[src/rtl/branch_hazard_ctrl.sv]
`default_nettype none
// ============================================================================
// branch_hazard_ctrl : taken-branch flush / load-use stall controller.
// Optional statistics counters: define BRANCH_HAZARD_STATS_EN.  Rev 1.0
// ============================================================================
module branch_hazard_ctrl #(
  parameter int               OPW         = 4,
  parameter int               RADDR_W     = 4,
  parameter logic [OPW-1:0]   BR_OP0      = OPW'(4'b1100),
  parameter logic [OPW-1:0]   BR_OP1      = OPW'(4'b1101),
  parameter int               FLUSH_DEPTH = 2,
  parameter int               LU_BUBBLES  = 1,
  parameter int               CNT_W       = 16
) (
  input  logic               clk,
  input  logic               rst_n,
  input  logic               ex_valid,
  input  logic [OPW-1:0]     alu_op,
  input  logic [2:0]         e_flags,
  input  logic [2:0]         e_ccc,
  input  logic               ex_mem_read,
  input  logic [RADDR_W-1:0] ex_rd,
  input  logic [RADDR_W-1:0] id_rs,
  input  logic [RADDR_W-1:0] id_rt,
  input  logic               id_rs_used,
  input  logic               id_rt_used,
  output logic               branch_taken,
  output logic               flush_if_id,
  output logic               flush_id_ex,
  output logic               stall_pc_if_id,
`ifdef BRANCH_HAZARD_STATS_EN
  input  logic               stat_clr,
  output logic [CNT_W-1:0]   flush_cnt,
  output logic [CNT_W-1:0]   stall_cnt,
`endif
  output logic               busy
);

  localparam logic       c_FLUSH_MULTI = (FLUSH_DEPTH > 1);
  localparam logic       c_LU_MULTI    = (LU_BUBBLES > 1);
  localparam logic [1:0] c_FLUSH_INIT  = 2'(FLUSH_DEPTH - 2);
  localparam logic [1:0] c_LU_INIT     = 2'(LU_BUBBLES - 2);

  generate
    if (FLUSH_DEPTH < 1 || FLUSH_DEPTH > 4 || LU_BUBBLES < 1 || LU_BUBBLES > 3 || CNT_W < 1) begin : g_bad_param
      $error("branch_hazard_ctrl: parameter out of legal range");
    end
  endgenerate

  typedef enum logic [1:0] {
    S_IDLE  = 2'd0,
    S_FLUSH = 2'd1,
    S_STALL = 2'd2
  } state_t;

  state_t     r_state, w_state_nxt;
  logic [1:0] r_cnt, w_cnt_nxt;

  logic w_z, w_v, w_n;
  logic w_cond, w_is_br, w_take, w_lu;
  logic w_bt, w_fif, w_fie, w_stall;

  assign w_z = e_flags[2];
  assign w_v = e_flags[1];
  assign w_n = e_flags[0];

  always_comb begin
    w_cond = 1'b0;
    case (e_ccc)
      3'b000:  w_cond = ~w_z;
      3'b001:  w_cond = w_z;
      3'b010:  w_cond = ~w_z & ~w_n;
      3'b011:  w_cond = w_n;
      3'b100:  w_cond = w_z | ~w_n;
      3'b101:  w_cond = w_z | w_n;
      3'b110:  w_cond = w_v;
      default: w_cond = 1'b1;
    endcase
  end

  assign w_is_br = ex_valid & ((alu_op == BR_OP0) | (alu_op == BR_OP1));
  assign w_take  = w_is_br & w_cond;
  assign w_lu    = ex_valid & ex_mem_read & (ex_rd != '0) &
                   ((id_rs_used & (id_rs == ex_rd)) | (id_rt_used & (id_rt == ex_rd)));

  always_ff @(posedge clk) begin
    if (!rst_n) begin
      r_state <= S_IDLE;
      r_cnt   <= 2'd0;
    end else begin
      r_state <= w_state_nxt;
      r_cnt   <= w_cnt_nxt;
    end
  end

  always_comb begin
    w_state_nxt = r_state;
    w_cnt_nxt   = r_cnt;
    w_bt        = 1'b0;
    w_fif       = 1'b0;
    w_fie       = 1'b0;
    w_stall     = 1'b0;
    case (r_state)
      S_FLUSH: begin
        w_fif = 1'b1;
        w_fie = 1'b1;
        if (r_cnt == 2'd0) w_state_nxt = S_IDLE;
        else               w_cnt_nxt   = r_cnt - 2'd1;
      end
      S_IDLE, S_STALL: begin
        // A taken branch pre-empts both a fresh load-use hazard and a running stall.
        if (w_take) begin
          w_bt  = 1'b1;
          w_fif = 1'b1;
          w_fie = 1'b1;
          if (c_FLUSH_MULTI) begin
            w_state_nxt = S_FLUSH;
            w_cnt_nxt   = c_FLUSH_INIT;
          end else begin
            w_state_nxt = S_IDLE;
            w_cnt_nxt   = 2'd0;
          end
        end else if (r_state == S_STALL) begin
          w_stall = 1'b1;
          w_fie   = 1'b1;
          if (r_cnt == 2'd0) w_state_nxt = S_IDLE;
          else               w_cnt_nxt   = r_cnt - 2'd1;
        end else if (w_lu) begin
          w_stall = 1'b1;
          w_fie   = 1'b1;
          if (c_LU_MULTI) begin
            w_state_nxt = S_STALL;
            w_cnt_nxt   = c_LU_INIT;
          end
        end
      end
      default: begin
        w_state_nxt = S_IDLE;
        w_cnt_nxt   = 2'd0;
      end
    endcase
  end

  // Outputs are forced low for the whole time reset is held.
  assign branch_taken   = rst_n & w_bt;
  assign flush_if_id    = rst_n & w_fif;
  assign flush_id_ex    = rst_n & w_fie;
  assign stall_pc_if_id = rst_n & w_stall;
  assign busy           = rst_n & (r_state != S_IDLE);

`ifdef BRANCH_HAZARD_STATS_EN
  logic [CNT_W-1:0] r_flush_cnt, r_stall_cnt;

  always_ff @(posedge clk) begin
    if (!rst_n || stat_clr) begin
      r_flush_cnt <= '0;
      r_stall_cnt <= '0;
    end else begin
      if (w_bt && (r_flush_cnt != '1))
        r_flush_cnt <= r_flush_cnt + CNT_W'(1);
      if (w_stall && (r_stall_cnt != '1))
        r_stall_cnt <= r_stall_cnt + CNT_W'(1);
    end
  end

  assign flush_cnt = rst_n ? r_flush_cnt : '0;
  assign stall_cnt = rst_n ? r_stall_cnt : '0;
`endif

endmodule
`default_nettype wire

[config.mk]
export PLATFORM = sky130hd
export DESIGN_NAME = branch_hazard_ctrl
export DESIGN_NICKNAME = d
export VERILOG_FILES = /design/src/rtl/branch_hazard_ctrl.sv
export SDC_FILE = /design/constraint.sdc
export NUM_CORES = 1
export LEC_CHECK = 0
export CAP_MARGIN = 20
export CORE_MARGIN = 1.5
export CORE_UTILIZATION = 33
export DETAILED_ROUTE_END_ITERATION = 8
export HOLD_SLACK_MARGIN = 0.02
export PLACE_DENSITY = 0.83
export REMOVE_ABC_BUFFERS = 1
export SLEW_MARGIN = 40
export SYNTH_ARGS = -nofsm -noshare
export SYNTH_HDL_FRONTEND = slang
export SYNTH_SLANG_ARGS = --single-unit
[constraint.sdc]
create_clock -name clk -period 1.9 [get_ports clk]
set_input_delay 0.285 -clock clk [delete_from_list [all_inputs] [get_ports clk]]
set_output_delay 0.285 -clock clk [all_outputs]
set_load 0.005 [all_outputs]
M1 wires:
Bar = 10 microns. Supply wires on this layer in grey.
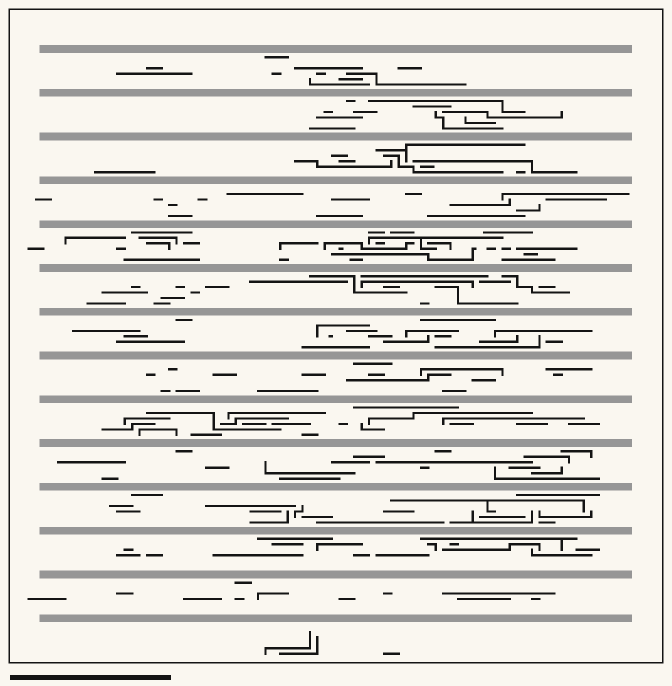
main direction = horizontal
longest straight run = 12.0 microns
nets with wire on the layer = 112
via count: 641
WL final: 1600 microns
M1 GR Usage: 20.9%

Met2 routing:
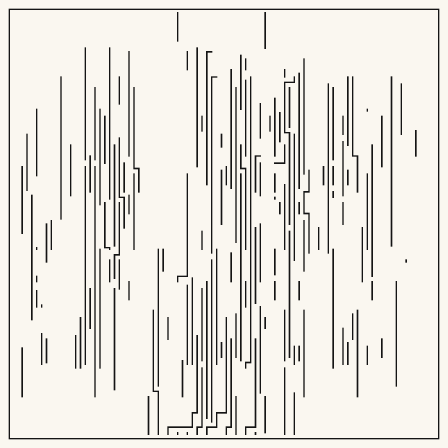
share of all routed wire = 57%
main direction = vertical
wire length on this layer = 909 microns
met2 GRT Util: 42.9%

==> GITHUB_STEP_SUMMARY <==
## Synthesis and layout report

| Metric | Value |
|---|---|
| Status | complete, but fails checks |
| Failing checks | negative setup slack |
| Maximum VDD drop | 0.000215 V |
| Die width | 40.5 microns |
| Clkbuf count | 3 |
| Non-clk invs | 2 |
| Slowest stage cell on the critical path | or3b_4 |
| Yosys stat area | 464 sq um |
| Element type at the critical path start | input port |
| Pint | 0.237 mW |
| Clock tree buffer depth | 2 |
| Crit-path leading delay family | AND-OR/OR-AND gates |
| Comb pwr | 0.132 mW |
| Clock slew at reported path FFs | 40 ps |
| CTS resizes | 51 |
| Final Max Tran Viols | 0 |
| Synth Flop Type | dfxtp_1 |
| Synth flops | 4 |
| Final min period | 1930 ps |
| Nonclk buf count | 46 |
| Reg area | 81.3 sq um |
| Sequential power share | 26.5% |
| N_diodes | 0 |
| Slew headroom | 81.0% |
| Via density | 5.25 |
| Met2 WL | 908 microns |
| Number of buffers added on ports | 31 |
| Post-synth EDFFs | 0 |
| Drt first pass iters | 4 |
| Worst-Margin Slew | 285 ps |
| Power per cell area | 343 mW/mm^2 |
| Synth Seq Share | 17.3% |
| H-Tree Level Count | 1 |
| Final worst slack | -34.2 ps |
| Final period utilization | 102% |
| AND-OR/OR-AND Cells, Area Fraction | 28.8% |
| CTS root buf | clkbuf_4 |
| Place WS | -743 ps |
| Io pins | 33 |
| Fp_density | 35.7% |
| Dominant logic cell types in the final layout | buf_4 (14), clkdlybuf4s50_1 (11), dlygate4sd2_1 (10) |
| Maxcap violations | 0 |
| Cell group occupying the most layout area | logic gates |
| CP max FO | 3 |
| Count leader, synth | xor2_1 |
| Top layer reached by signal wires | met3 |
| Comb gates | 52 |
| Comb area share | 43.8% |
| Yosys adder share | 0% |
| Top post-synthesis cells by count | xor2_1 (6), nand2_1 (5), nor2_1 (5) |
| Seq cells | 4 |
| Largest net degree at the start of global routing | 11 |
| Avg WL per Cell | 13.1 microns |
| Xor+xnor area frac | 15.1% |
| Seq area share | 8.62% |
| WL met3 | 93 microns |
| F_max | 517 MHz |
| Final hold vios | 0 |
| CP endpoint kind | primary output |
| Post-route ant nets | 0 |
| Row count | 13 |
| CP Class | in2out |
| Netlist cell types | 29 |
| P_clk | 0.107 mW |
| Wire length on met1 | 599 microns |
| Die height | 40.5 microns |
| Gate power share | 40.6% |
| Tap cell count | 15 |
| Hold WC Path Type | reg2reg |
| Sw Pwr | 0.0864 mW |
| Sw Ratio | 26.7% |
| Post-DP HPWL | 1240 microns |
| Congestion Overflow GR | 0 |
| Final hold slack | 485 ps |
| Total GRT Usage | 22.1% |
| Busiest grt layer | met2 |
| Placer Congestion | 0.767 |
| Clk pwr share | 32.9% |
| Area Growth Syn to Fin | 103% |
| RSZ-0062 raised after global routing | true |
| Core area | 0.00130 sq mm |
| Overall Power | 0.324 mW |
| LEAKAGE | 0.407 nW |
| Nets@finish | 137 |
| Synth warn | 0 |
| Post-synth top area cell | dfxtp_1 |
| Arr. time, crit path | 1650 ps |
| Post-CTS Hold Buffers | 0 |
| Crit-path cells | buf_8 > or3b_4 > a311oi_4 > buf_4 > nor2_4 > a311oi_2 > buf_2 |
| Design Area, Final | 943 sq um |
| Stage-log warning count | 28 |
| Ratio of cells with drive above 1 in the final layout | 33.6% |
| Avg Cell Area, Syn | 7.87 sq um |
| Sequential power | 0.0857 mW |
| Clock buf/inv share | 2.39% |
| Simple Share, Synth | 36.4% |
| Num CTS Buffers | 3 |
| Synth area leaders | dfxtp_1 (17%), xor2_1 (11%), o21a_1 (6.5%) |
| Non-clk buf share | 42.4% |
| Late-Pin Clk Latency | 240 ps |
| Die area | 0.00164 sq mm |
| Post-route DRC violation count | 0 |
| # setup viols final | 1 |
| Top logic family | simple AND/OR/NAND/NOR gates |
## metrics by stage
stage	std cells	TNS, ps
6_report	122	-34.2
5_1_grt	122	-117
4_1_cts	122	-36.5
3_5_place_dp	114	-3140
3_3_place_gp	114	-2920
2_1_floorplan	58	0
## final timing paths
check,start,to,cells past startpoint,slack [ps]
max,e_flags[2],stall_pc_if_id,7,-30
min,r_cnt[1]$_SDFFE_PN0P_,r_cnt[1]$_SDFFE_PN0P_,2,480
min reg2reg,r_cnt[1]$_SDFFE_PN0P_,r_cnt[1]$_SDFFE_PN0P_,2,480
max reg2reg,r_state[0]$_SDFFE_PN0P_,r_cnt[1]$_SDFFE_PN0P_,3,950
## sequential cells by signal, summed over array words and instances (netlist names)
signal	count
r_state	2
r_cnt	2
Power and IR drop assume default switching activity.
